### Wires at chosen ports, followed through buffers, run 1

Scale: 2 px per micron.
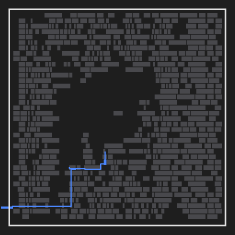
### Cell sizes after repair, run 1

Scale: 4 px per micron.
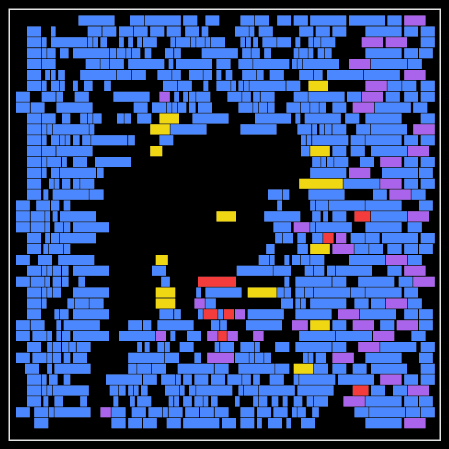
### Gate-type map, run 1

Scale: 4 px per micron.
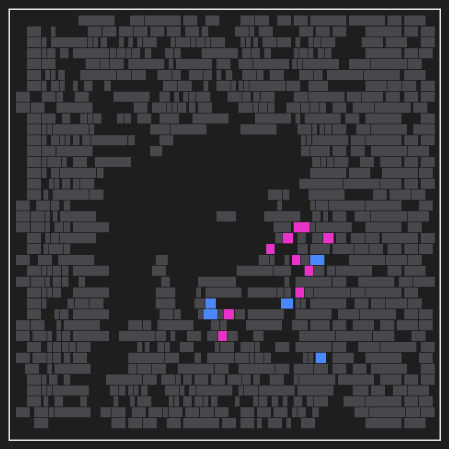
==> src/rtl/mem_arbiter.sv <==
// Two-port round-robin arbiter sharing one memory bus between the CPU (port 0)
// and a DMA master (port 1); one transaction at a time with a fixed bus latency.
module mem_arbiter #(
  parameter int unsigned LATENCY = 1
) (
  input  logic        clk,
  input  logic        reset_n,
  input  logic        req0_valid,
  input  logic [15:0] req0_address,
  input  logic        req0_write_enable,
  input  logic [31:0] req0_write_data,
  input  logic [3:0]  req0_write_mask,
  output logic        req0_ready,
  output logic        req0_done,
  input  logic        req1_valid,
  input  logic [15:0] req1_address,
  input  logic        req1_write_enable,
  input  logic [31:0] req1_write_data,
  input  logic [3:0]  req1_write_mask,
  output logic        req1_ready,
  output logic        req1_done,
  output logic [31:0] read_data,
  output logic        busy,
  output logic        owner,
  output logic [15:0] mem_address,
  output logic [31:0] mem_write,
  output logic [3:0]  mem_write_mask,
  output logic        mem_bus_enable,
  output logic        mem_write_enable,
  input  logic [31:0] mem_read
);

  localparam int unsigned CNT_W  = 4;
  localparam int unsigned ADDR_W = 16;
  localparam int unsigned DATA_W = 32;
  localparam int unsigned MASK_W = 4;

  typedef enum logic [1:0] {
    IDLE     = 2'd0,
    ACCESS   = 2'd1,
    COMPLETE = 2'd2
  } state_e;

  state_e              state_q, state_d;
  logic [CNT_W-1:0]    count_q, count_d;
  logic                last_grant_q, last_grant_d;
  logic                owner_q, owner_d;
  logic [ADDR_W-1:0]   mem_address_q, mem_address_d;
  logic [DATA_W-1:0]   mem_write_q, mem_write_d;
  logic [MASK_W-1:0]   mem_write_mask_q, mem_write_mask_d;
  logic                mem_bus_enable_q, mem_bus_enable_d;
  logic                mem_write_enable_q, mem_write_enable_d;
  logic [DATA_W-1:0]   read_data_q, read_data_d;
  logic                req0_done_q, req0_done_d;
  logic                req1_done_q, req1_done_d;
  logic                winner_c;

  // Round robin on contention: the port that did not win last time goes first.
  always_comb begin
    if (req0_valid && req1_valid) begin
      winner_c = ~last_grant_q;
    end else begin
      winner_c = req1_valid;
    end
    req0_ready = (state_q == IDLE) & req0_valid & ~winner_c;
    req1_ready = (state_q == IDLE) & req1_valid &  winner_c;
  end

  // Next-state and registered-output logic.
  always_comb begin
    state_d            = state_q;
    count_d            = count_q;
    last_grant_d       = last_grant_q;
    owner_d            = owner_q;
    mem_address_d      = mem_address_q;
    mem_write_d        = mem_write_q;
    mem_write_mask_d   = mem_write_mask_q;
    mem_bus_enable_d   = mem_bus_enable_q;
    mem_write_enable_d = mem_write_enable_q;
    read_data_d        = read_data_q;
    req0_done_d        = 1'b0;
    req1_done_d        = 1'b0;

    unique case (state_q)
      IDLE: begin
        if (req0_ready || req1_ready) begin
          mem_address_d      = winner_c ? req1_address      : req0_address;
          mem_write_d        = winner_c ? req1_write_data   : req0_write_data;
          mem_write_mask_d   = winner_c ? req1_write_mask   : req0_write_mask;
          mem_write_enable_d = winner_c ? req1_write_enable : req0_write_enable;
          mem_bus_enable_d   = 1'b1;
          owner_d            = winner_c;
          last_grant_d       = winner_c;
          count_d            = CNT_W'(LATENCY - 1);
          state_d            = ACCESS;
        end
      end
      ACCESS: begin
        if (count_q != '0) begin
          count_d = count_q - CNT_W'(1);
        end else begin
          if (!mem_write_enable_q) begin
            read_data_d = mem_read;
          end
          mem_bus_enable_d   = 1'b0;
          mem_write_enable_d = 1'b0;
          req0_done_d        = ~owner_q;
          req1_done_d        =  owner_q;
          state_d            = COMPLETE;
        end
      end
      COMPLETE: begin
        state_d = IDLE;
      end
      default: begin
        state_d = IDLE;
      end
    endcase
  end

  // State register; reset aborts any transaction in flight.
  always_ff @(posedge clk or negedge reset_n) begin
    if (!reset_n) begin
      state_q            <= IDLE;
      count_q            <= '0;
      last_grant_q       <= 1'b1;
      owner_q            <= 1'b0;
      mem_address_q      <= '0;
      mem_write_q        <= '0;
      mem_write_mask_q   <= '0;
      mem_bus_enable_q   <= 1'b0;
      mem_write_enable_q <= 1'b0;
      read_data_q        <= '0;
      req0_done_q        <= 1'b0;
      req1_done_q        <= 1'b0;
    end else begin
      state_q            <= state_d;
      count_q            <= count_d;
      last_grant_q       <= last_grant_d;
      owner_q            <= owner_d;
      mem_address_q      <= mem_address_d;
      mem_write_q        <= mem_write_d;
      mem_write_mask_q   <= mem_write_mask_d;
      mem_bus_enable_q   <= mem_bus_enable_d;
      mem_write_enable_q <= mem_write_enable_d;
      read_data_q        <= read_data_d;
      req0_done_q        <= req0_done_d;
      req1_done_q        <= req1_done_d;
    end
  end

  assign busy             = (state_q != IDLE);
  assign owner            = owner_q;
  assign read_data        = read_data_q;
  assign req0_done        = req0_done_q;
  assign req1_done        = req1_done_q;
  assign mem_address      = mem_address_q;
  assign mem_write        = mem_write_q;
  assign mem_write_mask   = mem_write_mask_q;
  assign mem_bus_enable   = mem_bus_enable_q;
  assign mem_write_enable = mem_write_enable_q;

endmodule

==> config.mk <==
export PLATFORM = sky130hd
export DESIGN_NAME = mem_arbiter
export DESIGN_NICKNAME = d
export VERILOG_FILES = /design/src/rtl/mem_arbiter.sv
export SDC_FILE = /design/constraint.sdc
export NUM_CORES = 1
export LEC_CHECK = 0
export ABC_CLOCK_PERIOD_IN_PS = 2900
export CORE_UTILIZATION = 39
export DETAILED_ROUTE_END_ITERATION = 6
export GPL_TIMING_DRIVEN = 1
export PLACE_DENSITY = 0.82
export SYNTH_ARGS = -nofsm -noshare
export SYNTH_HDL_FRONTEND = slang
export SYNTH_SLANG_ARGS = --single-unit
==> constraint.sdc <==
create_clock -name clk -period 2.9 [get_ports clk]
set_input_delay 0.435 -clock clk [delete_from_list [all_inputs] [get_ports clk]]
set_output_delay 0.435 -clock clk [all_outputs]
set_load 0.02 [all_outputs]
==> summary.txt, run 1 <==
The run has ended; figures from its reports follow.

The run finished with clean final reports. Per STA, the startpoint of the critical path is req1_valid. Per the final layout report, the fraction of cells sized above drive strength 1 comes to 9.84%. The critical-path maximum fanout came out at 4. The sequential power share came out at 32.1%. The synthesis report names the predominant flop master as sky130_fd_sc_hd__dfrtp_1. The internal portion of the total power is 4.60 mW. The synthesis run shows the most used standard cells to be 109 x sky130_fd_sc_hd__nand2_1, 95 x sky130_fd_sc_hd__dfrtp_1, 54 x sky130_fd_sc_hd__a21oi_1. Looking at the setup timing report, the critical path kind is in -> out.

The type recorded for the worst min-delay path is in -> async. The via density per instance is 5.13. The final core area utilization came out at 64.1%. The relative slew slack came out at 30.1%. In this run the number of cells on the critical path is 4.

The floorplan step defined a core boundary enclosing 10800 sq um. Combinational logic is responsible for 56.1% of the overall power. The top cell class by occupied area is flip-flops and latches. In the Yosys stats the netlist draws on 35 distinct library cells. The routed design uses 6040 microns of met2 wire.

The number of warning messages in the logs came out at 27. In the final report, the number of pins over their slew limit comes to 0. Routability-driven placement finished with a final weighted congestion of 0.785. For the worst setup path, the data required time is 2.47 ns. The total of flip-flops plus latches after synthesis is 96.

The average instance in the mapped netlist occupies 10.4 sq um.
-- 'Wires at chosen ports, followed through buffers' (at the start) --
| port | color | bits | direction | end cells | buffers | wire |
|---|---|---|---|---|---|---|
| busy | blue | 1 | output | 1 | 1 | 79.7 microns |

-- 'Cell sizes after repair' (at the start) --
| size | color | cells | share | most used |
|---|---|---|---|---|
| _3 and _4 cells | purple | 42 | 6.6% | mux2_4 |
| _2 cells | red | 7 | 1.1% | mux2_2 |
| _0 and _1 cells | blue | 577 | 90% | clkdlybuf4s50_1 |
| _6 and larger | yellow | 14 | 2.2% | clkbuf_8 |

-- 'Gate-type map' (at the start) --
| family | color | cells |
|---|---|---|
| and/or cells | magenta | 9 |
| non-inverting ao/oa cells | blue | 5 |

==> inputs of run 2 (changes only) <==
--- a/config.mk
+++ b/config.mk
@@ -5,7 +5,7 @@
 export SDC_FILE = /design/constraint.sdc
 export NUM_CORES = 1
 export LEC_CHECK = 0
-export ABC_CLOCK_PERIOD_IN_PS = 2900
+export ABC_CLOCK_PERIOD_IN_PS = 2300
 export CORE_UTILIZATION = 39
 export DETAILED_ROUTE_END_ITERATION = 6
 export GPL_TIMING_DRIVEN = 1
==> constraint.sdc (replaced) <==
create_clock -name clk -period 2.3 [get_ports clk]
set_input_delay 0.345 -clock clk [delete_from_list [all_inputs] [get_ports clk]]
set_output_delay 0.345 -clock clk [all_outputs]
set_load 0.02 [all_outputs]
### Cell sizes after repair, run 2

Scale: 4 px per micron.
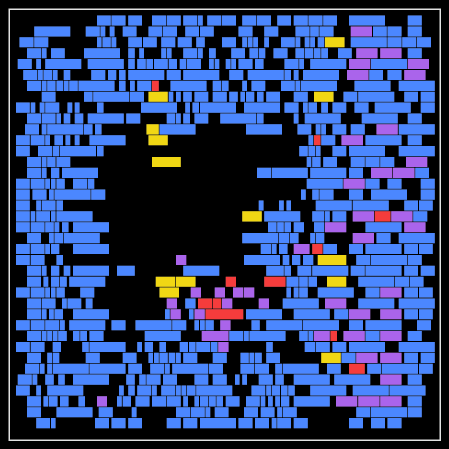
| size | color | cells | share | most used |
|---|---|---|---|---|
| _0 and _1 cells | blue | 577 | 89% | clkdlybuf4s50_1 |
| _3 and _4 cells | purple | 46 | 7.1% | mux2_4 |
| _2 cells | red | 11 | 1.7% | clkinv_2 |
| _6 and larger | yellow | 13 | 2.0% | clkbuf_8 |

==> run 2 against run 1 <==
Effect of this change: synthesized cell count is the same; utilization up 0.38 points; power grew 26%; wire length is 2.2% higher; clock power is about 10% higher; largest power group unchanged.
==> summary.txt, run 2 <==
The run has ended; figures from its reports follow.

The run finished with clean final reports. The critical path depth in cells is 6 (+2). The final max-slew violation count came out at 0 (unchanged). Sorting the synthesized cells by how often they occur yields 109 x sky130_fd_sc_hd__nand2_1, 95 x sky130_fd_sc_hd__dfrtp_1, 54 x sky130_fd_sc_hd__a21oi_1. The cell-internal power is 5.72 mW (+25%). In this run the worst setup path begins at count_q[0]. The final net count came out at 786. The relative slew slack came to 62.7% (+33 points). The top cell class by occupied area is non-clock buffers.

The via density per instance is 5.16 (+0.67%). The peak supply drop is 0.000864 V. STA reports the tightest min-delay check as being of type in -> async. The worst endpoint required time is 2.55 ns (+0.08 ns). The total of flip-flops plus latches after synthesis came to 96 (unchanged). The fraction of layout cells with a size suffix above 1 came out at 10.8% (+0.98 points). The critical-path maximum fanout came out at 32 (+28). Power attributed to the clock group is 1.01 mW. The floorplan core area is 10800 sq um (unchanged). The primary flip-flop cell chosen by synthesis mapping is sky130_fd_sc_hd__dfrtp_1. The combinational share of power was 56.9% (+0.8 points). In the per-layer breakdown of the detailed-route log, met1 shows 5140 microns. The sequential power share is 32.5% (+0.4 points).
### Cell placement, run 2

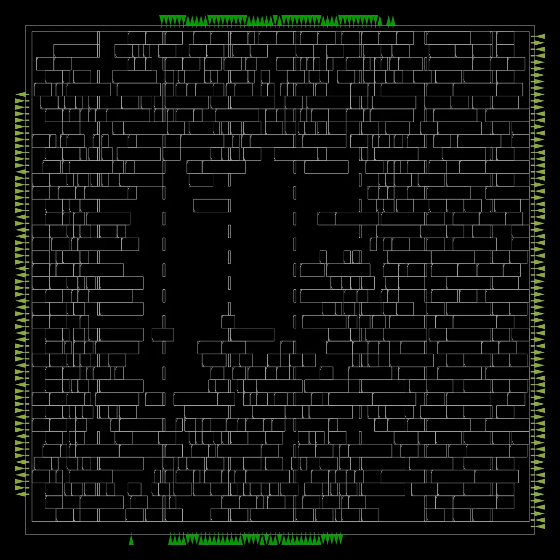
Finished Core Util: 64.4%
final-layout fill cell count: 868
Core Rows: 38
tap cells: 140
flip-flops: 96

==> inputs of run 3 (changes only) <==
--- a/config.mk
+++ b/config.mk
@@ -5,7 +5,7 @@
 export SDC_FILE = /design/constraint.sdc
 export NUM_CORES = 1
 export LEC_CHECK = 0
-export ABC_CLOCK_PERIOD_IN_PS = 2300
+export ABC_CLOCK_PERIOD_IN_PS = 2450
 export CORE_UTILIZATION = 39
 export DETAILED_ROUTE_END_ITERATION = 6
 export GPL_TIMING_DRIVEN = 1
==> constraint.sdc (replaced) <==
create_clock -name clk -period 2.45 [get_ports clk]
set_input_delay 0.3675 -clock clk [delete_from_list [all_inputs] [get_ports clk]]
set_output_delay 0.3675 -clock clk [all_outputs]
set_load 0.02 [all_outputs]
### Wires at chosen ports, followed through buffers, run 3

Scale: 2 px per micron.
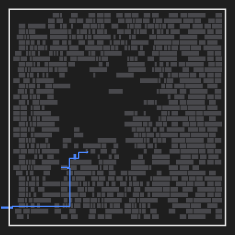
| port | color | bits | direction | end cells | buffers | wire |
|---|---|---|---|---|---|---|
| busy | blue | 1 | output | 1 | 1 | 71.6 microns |

==> run 3 against run 2 <==
Effect of this change: register-to-register slack better by 0.13 ns; synthesized cell count stayed put; sequential share of layout area is 0.37 points lower; non-clock buffer count is 2 lower; wire length is 2.2% higher; highest routed layer unchanged.
==> summary.txt, run 3 <==
The run has ended; figures from its reports follow.

The flow ran to the end, and the final reports show no timing, DRC or antenna violations. The total power draw came out at 9.36 mW. By area, the class that comes first in the final layout consists of non-clock buffers. The via density per instance came out at 5.17 (+0.21%). The power in the clock group came out at 1.28 mW (+27%). The critical-path maximum fanout is 32 (unchanged).

The final net count is 784 (-0.25%). The total of flip-flops plus latches after synthesis is 96 (unchanged). The sum of routed wire segments on met1 came out at 5190 microns (+0.87%). The number of placed instances with taps included is 768.

Per the synth stats, the flop cell with the highest instance count is sky130_fd_sc_hd__dfrtp_1. The number of placement rows was 38 (unchanged). The count of sequential standard cells was 96 (unchanged). The relative slew slack came to 62.5% (-0.24 points).

The final max-slew violation count was 0 (unchanged). The tapcell count came out at 140 (unchanged). The commonest cells after synthesis are 109 x sky130_fd_sc_hd__nand2_1, 95 x sky130_fd_sc_hd__dfrtp_1, 54 x sky130_fd_sc_hd__a21oi_1. The number of buffers on the longest clock path is 2. The combinational share of power is 55.1% (-1.8 points). The number of enable-type register cells in the synthesized netlist is 0. Note that the worst hold path type here is in -> async.

Routing resource usage on met1 recorded by global route was 26.2%. The cell-internal power came out at 5.70 mW (-0.34%). The peak supply drop came out at 0.000756 V (-12%).

By area the synthesized netlist is led by sky130_fd_sc_hd__dfrtp_1 55%, sky130_fd_sc_hd__mux2_4 10%, sky130_fd_sc_hd__nand2_1 9.5%, sky130_fd_sc_hd__a31oi_1 7.7%, sky130_fd_sc_hd__a21oi_1 6.2%. The total of fill cells in the finished design came out at 849 (-2.2%). OpenSTA lists the critical path startpoint as count_q[0]. The fraction of layout cells with a size suffix above 1 was 10.5% (-0.28 points). The worst endpoint required time is 2.71 ns (+0.16 ns).
### Cell placement, run 3

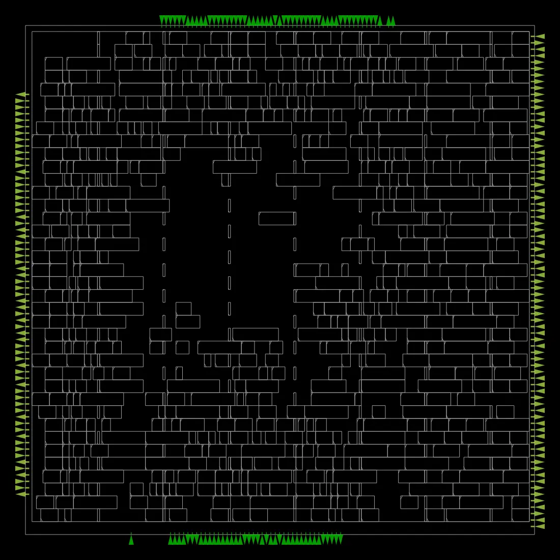
sequential share of cell area: 34.0%
Finished Core Util: 65.1%
standard cell core area: 10800 sq um

No activity file was given, so power comes from the tool's default toggle rates.
